$ cat src/rtl/truth_table_sweeper_pkg.sv
// Shared definitions for the R01 truth-table sweeper: FSM encoding, golden gate
// functions and the captured-row record handed downstream.
package truth_table_sweeper_pkg;

  localparam int N_ROWS = 8;

  localparam logic [2:0] ST_IDLE    = 3'd0;
  localparam logic [2:0] ST_SETTLE  = 3'd1;
  localparam logic [2:0] ST_CAPTURE = 3'd2;
  localparam logic [2:0] ST_PRESENT = 3'd3;
  localparam logic [2:0] ST_DONE    = 3'd4;

  typedef struct packed {
    logic [2:0] index;
    logic       sa;
    logic       sb;
    logic       err;
  } row_rsp_t;

  function automatic logic golden_sa(input logic a, input logic b);
    return ~(a ^ b);
  endfunction

  function automatic logic golden_sb(input logic a, input logic b, input logic c);
    return (~a & b) | (c & ~b);
  endfunction

endpackage

$ cat src/rtl/truth_table_sweeper_settle_timer.sv
// Settle delay for the sweeper: loadable 4-bit down-counter that flags the last
// cycle of the settle window.
module settle_timer (
  input  logic       clk,
  input  logic       rst,
  input  logic       load,
  input  logic [3:0] load_val,
  input  logic       en,
  output logic       expired
);

  logic [3:0] cnt;

  always_ff @(posedge clk or posedge rst) begin
    if (rst)                    cnt <= '0;
    else if (load)              cnt <= load_val;
    else if (en && cnt != 4'd0) cnt <= cnt - 4'd1;
  end

  // Flagging at 1 rather than 0 gives exactly load_val cycles in SETTLE.
  assign expired = (cnt == 4'd1);

endmodule

$ cat src/rtl/truth_table_sweeper.sv
// Clocked stimulus/capture source for the R01 gates: sweeps a,b,c over all rows,
// samples sa/sb after a settle window and presents checked rows via ready/valid.
module truth_table_sweeper
  import truth_table_sweeper_pkg::*;
#(
  parameter int SETTLE_CYCLES = 2
) (
  input  logic       clk,
  input  logic       rst,
  input  logic       start,
  output logic       a,
  output logic       b,
  output logic       c,
  input  logic       sa,
  input  logic       sb,
  output logic       row_valid,
  input  logic       row_ready,
  output logic [2:0] row_index,
  output logic       row_sa,
  output logic       row_sb,
  output logic       row_err,
  output logic [3:0] err_count,
  output logic       busy,
  output logic       done
);

  localparam logic [3:0] SETTLE_LOAD = 4'(SETTLE_CYCLES);

  logic [2:0] state;
  logic [2:0] row;
  row_rsp_t   rsp;
  logic       launch, accept, last_row, expired, cap_err;

  assign launch   = start && (state == ST_IDLE || state == ST_DONE);
  assign accept   = (state == ST_PRESENT) && row_ready;
  assign last_row = (row == 3'(N_ROWS - 1));
  assign cap_err  = (sa != golden_sa(row[2], row[1])) ||
                    (sb != golden_sb(row[2], row[1], row[0]));

  settle_timer u_timer (
    .clk      (clk),
    .rst      (rst),
    .load     (launch || (accept && !last_row)),
    .load_val (SETTLE_LOAD),
    .en       (state == ST_SETTLE),
    .expired  (expired)
  );

  // row only moves on entry to SETTLE, so a,b,c are frozen while a sample is pending.
  always_ff @(posedge clk or posedge rst) begin
    if (rst) begin
      state     <= ST_IDLE;
      row       <= '0;
      rsp       <= '0;
      err_count <= '0;
    end else begin
      case (state)
        ST_IDLE, ST_DONE: if (start) begin
          state     <= ST_SETTLE;
          row       <= '0;
          err_count <= '0;
        end
        ST_SETTLE: if (expired) state <= ST_CAPTURE;
        ST_CAPTURE: begin
          rsp <= '{index: row, sa: sa, sb: sb, err: cap_err};
          if (cap_err && err_count != 4'hF) err_count <= err_count + 4'd1;
          state <= ST_PRESENT;
        end
        ST_PRESENT: if (row_ready) begin
          if (last_row) state <= ST_DONE;
          else begin
            row   <= row + 3'd1;
            state <= ST_SETTLE;
          end
        end
        default: state <= ST_IDLE;
      endcase
    end
  end

  assign {a, b, c}  = row;
  assign row_valid  = (state == ST_PRESENT);
  assign row_index  = rsp.index;
  assign row_sa     = rsp.sa;
  assign row_sb     = rsp.sb;
  assign row_err    = rsp.err;
  assign busy       = (state == ST_SETTLE) || (state == ST_CAPTURE) || (state == ST_PRESENT);
  assign done       = (state == ST_DONE);

endmodule

$ cat config.mk
export PLATFORM = sky130hd
export DESIGN_NAME = truth_table_sweeper
export DESIGN_NICKNAME = d
export VERILOG_FILES = /design/src/rtl/truth_table_sweeper_pkg.sv /design/src/rtl/truth_table_sweeper_settle_timer.sv /design/src/rtl/truth_table_sweeper.sv
export SDC_FILE = /design/constraint.sdc
export NUM_CORES = 1
export LEC_CHECK = 0
export ABC_AREA = 1
export CAP_MARGIN = 5
export CORE_UTILIZATION = 50
export DETAILED_ROUTE_END_ITERATION = 16
export GPL_ROUTABILITY_DRIVEN = 0
export GPL_TIMING_DRIVEN = 0
export PLACE_DENSITY = 0.84
export SLEW_MARGIN = 30
export SYNTH_ARGS = -nofsm -noshare
export SYNTH_HDL_FRONTEND = slang
export SYNTH_SLANG_ARGS = --single-unit
$ cat constraint.sdc
create_clock -name clk -period 2.1 [get_ports clk]
set_clock_uncertainty 0.1 [all_clocks]
set_input_delay 0.315 -clock clk [delete_from_list [all_inputs] [get_ports clk]]
set_output_delay 0.315 -clock clk [all_outputs]
set_load 0.02 [all_outputs]
==> flow_summary_export.csv, run 1 <==
group,metric,value,unit
critical_path,worstPathArrival,1.49,ns
finish,fin_nets,180,
floorplan,num_rows,16,
grt,grt_max_degree,21,
critical_path,cp_data_required_time,1.68,ns
critical_path,cp_slowest_cell,"dfrtp_2",
pwr,ir_worst_vdd,0.721,mV
outcome,outcome,"complete, no violations",
yosys,synth_cells,143,
yosys,top_cell,"nand2_1",
yosys,yosys_warnings,0,
critical_path,cp-startpoint,"state[0]",
cts,clkLatencyLatePin,0.29,ns
sta,finalClockPeriodUsage,90.9,%
sta,drv_slew,0,
pwr,p_int,0.000937,W
finish,area_share_nonclk_buffers,15.7,%
sta,setup-tns-final,0,ns
critical_path,crit_path_end_kind,"output port",
finish,mostFrequentLayoutCell,"nand2_1",
pwr,netSwitchingPower,0.000796,W
sta,worst_pin_slew,0.751,ns
placement,numPortBuffers,21,
finish,fillers,186,
critical_path,timing.rr.start,"row[1]",
finish,final_util,67.9,%
yosys,synth_cell_types,22,
yosys,edf_count,0,
grt,grt_pass1_vias,958,
detailed_routing,first_pass_iters,4,
detailed_routing,antenna_left,0,
finish,nClkBuffers,3,
pwr,pwr-share-comb,54.3,%
cts,clockBufferDepth,2,
flow_run,tool_warnings,27,
floorplan,die_y,49.4,microns
critical_path,critPathCapture,"busy",
yosys,ys_cells,143,
cts,post_cts_buffers,0,
pwr,p_per_area,1250,nW/um^2
finish,mostFrequentLayoutCells,"41 x nand2_1, 20 x inv_1, 19 x dfrtp_1",
cts,cts_resized,4,
sta,setup_viol,0,
floorplan,io_pins,22,
[run 1: cells by family (layout without fill, tap and decap cells)]
group / count (synthesis) / in the layout / share of synthesized area [%]
buffers and inverters: 23 / 47 / 8.36
and+or+nand+nor: 79 / 79 / 33.3
xor gates and xnor gates: 1 / 1 / 0.781
AOI/OAI and AO/OA: 15 / 15 / 7.36
adders and majority gates: 5 / 5 / 5.57
DFF: 20 / 20 / 44.6
[run 1: worst max-delay path, delay by kind of cell (launching register included)]
kind	cells	cell delay, ns
buffers and inverters	3	0.59
flip-flops	1	0.47
AND/OR/NAND/NOR	2	0.14
[run 1: metal layers]
metal / vias up / part of all wire, % / global-route usage, % / wire [microns]
li1: 502 / - / - / -
met1: 460 / 43 / 27.5 / 996
met2: 32 / 50 / 38.1 / 1140
met3: 5 / 5.5 / 3.43 / 126
met4: 0 / 1.2 / 7.14 / 27
met5: - / 0 / 0 / 0
[run 1: how the worst min path moves through the flow]
stage / start / endpoint / cells past startpoint / slack [ns]
after detailed placement: row_sb / row_sb / 2 / 0.37
after CTS: rst / row_index[0] / 2 / 0.36
final: rst / row_index[0] / 2 / 0.34
after global placement: row_sb / row_sb / 2 / 0.37
after floorplan: rst / err_count[0] / 1 / 0.18
after global routing: rst / row_index[0] / 2 / 0.40
[run 1: power groups by stage]
stage               Clock, W  Sequential, W  Combinational, W
floorplan                  0       0.000696          0.000544
global placement           0       0.000612          0.000910
detailed placement         0       0.000619          0.000955
CTS                 0.000181       0.000614          0.000946
global route        0.000200       0.000636           0.00105
finish              0.000177       0.000614          0.000942
[run 1: state kept, by name, summed over array words and instances (netlist names)]
| signal | cells |
|---|---|
| err_count | 4 |
| row | 3 |
| row_err | 1 |
| row_index | 3 |
| row_sa | 1 |
| row_sb | 1 |
| state | 3 |
| u_timer.cnt | 4 |
run_1/congestion_map.png
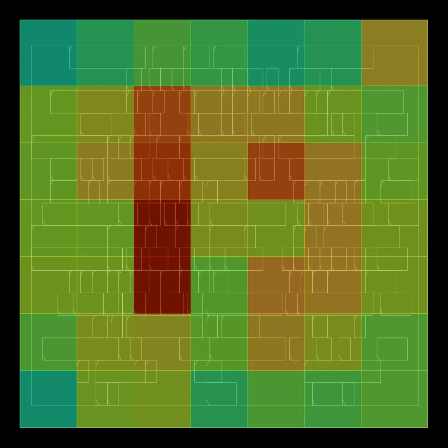
Avg WL per Cell: 11.8 microns
M3 GR Usage: 3.43%
GRT met2 Usage: 38.1%
met1 Resource Use GR: 27.5%

run_1/route_heat.png
Bar = 10 microns. The die is cut into 10 by 10 equal tiles; dark blue is low, red is high, scaled to the fullest tile. Values are wire area over tile area, all layers added.
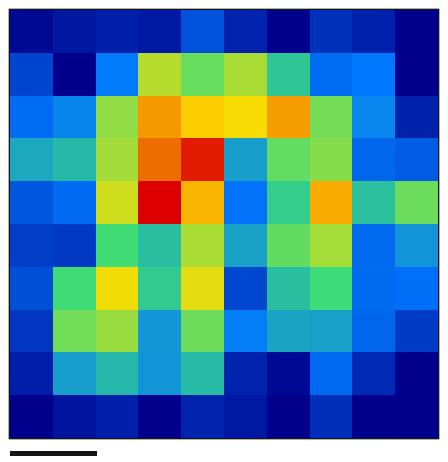
30% of the tiles are over half the peak. The fullest tile reaches 0.45. The mean over all tiles is 0.15. 12% of the tiles are nearly empty.

run_1/layers.png
Bar = 10 microns.
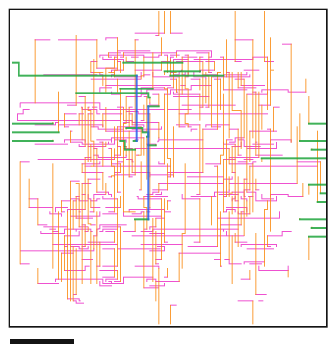
M1: shown in magenta, wire length 997 microns. M3: shown in green, wire length 126 microns. M4: shown in blue, wire length 27.9 microns. M2: shown in orange, wire length 1140 microns.

==> run 1 -> run 2 <==
- CORE_UTILIZATION: 50 -> 61
- DONT_BUFFER_PORTS: not set -> 1
- PLACE_DENSITY: 0.84 -> 0.83
run_2/class_map.png
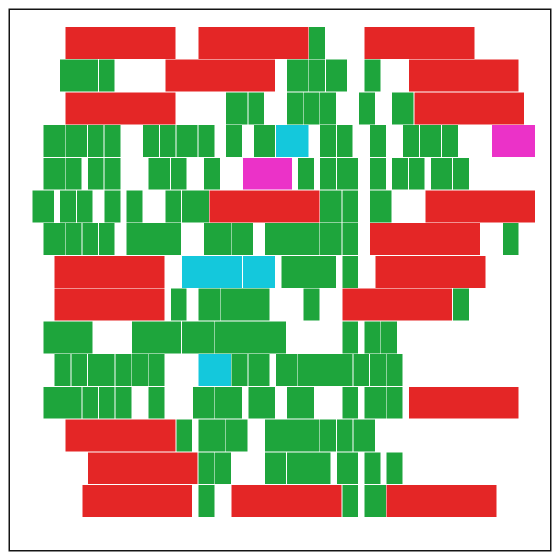
remaining buffers and delay cells: shown in magenta, cells 2, share of their area 1.8%. registers: shown in red, cells 20, share of their area 43%. clock drivers and dummy loads: shown in cyan, cells 4, share of their area 3.1%. remaining logic cells: shown in green, cells 122, share of their area 52%.

run_2/congestion_map.png
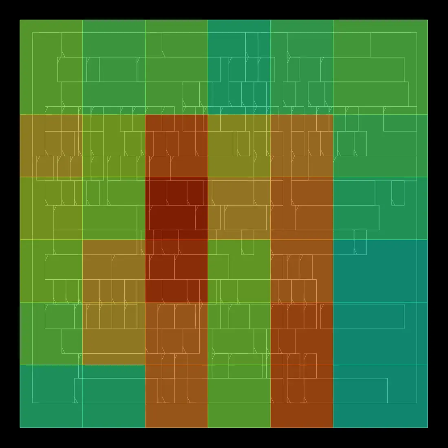
GRT Resource Usage Total: 23.1%
Avg WL per Cell: 12.0 microns

==> run 2 against run 1 <==
  * Sequential share of layout area increased by 5.5 points
  * Total power down 7.9%
  * Non-clock buffer count shrank 20
  * Final cell count is 11% lower
  * Sequential power rose by 17%
  * Worst setup slack improved by 0.075 ns
  * Synthesized cell count is the same
  * Core utilization is 1.6 points higher
  * Via count down 6.5%
  * Largest cell class unchanged
==> flow_summary_export.csv, run 2 <==
group,metric,value,unit
outcome,outcome,"complete, no violations",
sta,setup_viol,0,
sta,finalClockPeriodUsage,87.3,%
floorplan,num_rows,15,
grt,grt_pass1_vias,837,
pwr,p_per_area,1330,nW/um^2
pwr,ir_worst_vdd,0.812,mV
yosys,yosys_warnings,0,
detailed_routing,wl_met3,125,microns
detailed_routing,wl_met1,924,microns
cts,clkLatencyLatePin,0.30,ns
floorplan,io_pins,22,
detailed_routing,first_pass_iters,4,
grt,met1_usage,29.8,%
grt,busiest_layer,"met2",
finish,fillers,159,
finish,mostFrequentLayoutCell,"nand2_1",
yosys,edf_count,0,
yosys,mux_area_share,0,%
sta,worst_pin_slew,0.746,ns
grt,grt_max_degree,21,
detailed_routing,antenna_left,0,
yosys,ys_cells,143,
yosys,netlist_logic_family_top,"simple AND/OR/NAND/NOR gates",
run 2: cell counts after synthesis:
No cell type changed its count.
run 2: stage by stage:
stage / hold slack, ns / total power [W] / setup slack (ns)
2_1_floorplan: 0.179 / 0.00124 / 0.445
3_3_place_gp: 0.267 / 0.00135 / 0.329
3_5_place_dp: 0.275 / 0.00137 / 0.298
4_1_cts: 0.0561 / 0.00160 / 0.276
5_1_grt: 0.0629 / 0.00173 / 0.161
6_report: 0.0607 / 0.00160 / 0.267
run 2: cell type report:
cell class,count,area share [%]
plain buffers,1,0.938
multi-input cells,100,44.0
repair buffers,1,0.834
inverters,22,6.88
well taps,25,2.61
clock buffers,4,3.02
flip-flops and latches,20,41.7
run 2: final timing paths:
path                                start              to  cells after the start
setup reg to reg                   row[0]          row[0]                      8
setup / recovery                 state[0]            busy                      4
hold reg to reg            u_timer.cnt[0]  u_timer.cnt[0]                      1
min in group asynchronous             rst  u_timer.cnt[3]                      2
hold / removal                  row_ready          row[0]                      2
max in group asynchronous             rst    err_count[2]                      2
run 2: cell families after synthesis:
kind of cell / Yosys count
and+or+nand+nor: 79
buffers and inverters: 23
DFF: 20
AOI/OAI and AO/OA: 15
adders and majority gates: 5
xor gates and xnor gates: 1
run 2: critical path: stages, from the launching register on:
cell	delay [ns]
dfrtp_1	0.48
inv_2	0.12
nand2_2	0.11
inv_1	0.10
nor2_1	0.31
run 2: power by group:
part / total [W] / leakage (nW) / internal (W) / switching, W
registers: 0.000716 / 0.262 / 0.000503 / 0.000213
clock network: 0.000225 / 0.0210 / 0.000106 / 0.000120
logic: 0.000654 / 0.353 / 0.000216 / 0.000438
total: 0.00160 / 0.637 / 0.000825 / 0.000771
run 2: repair_timing:
item,4_1_cts,5_1_grt
endpoints found under the hold margin,20,0
hold buffers,1,0
setup endpoints to repair,0,0
Power figures rest on the tool's default switching activity, not on a simulated workload.
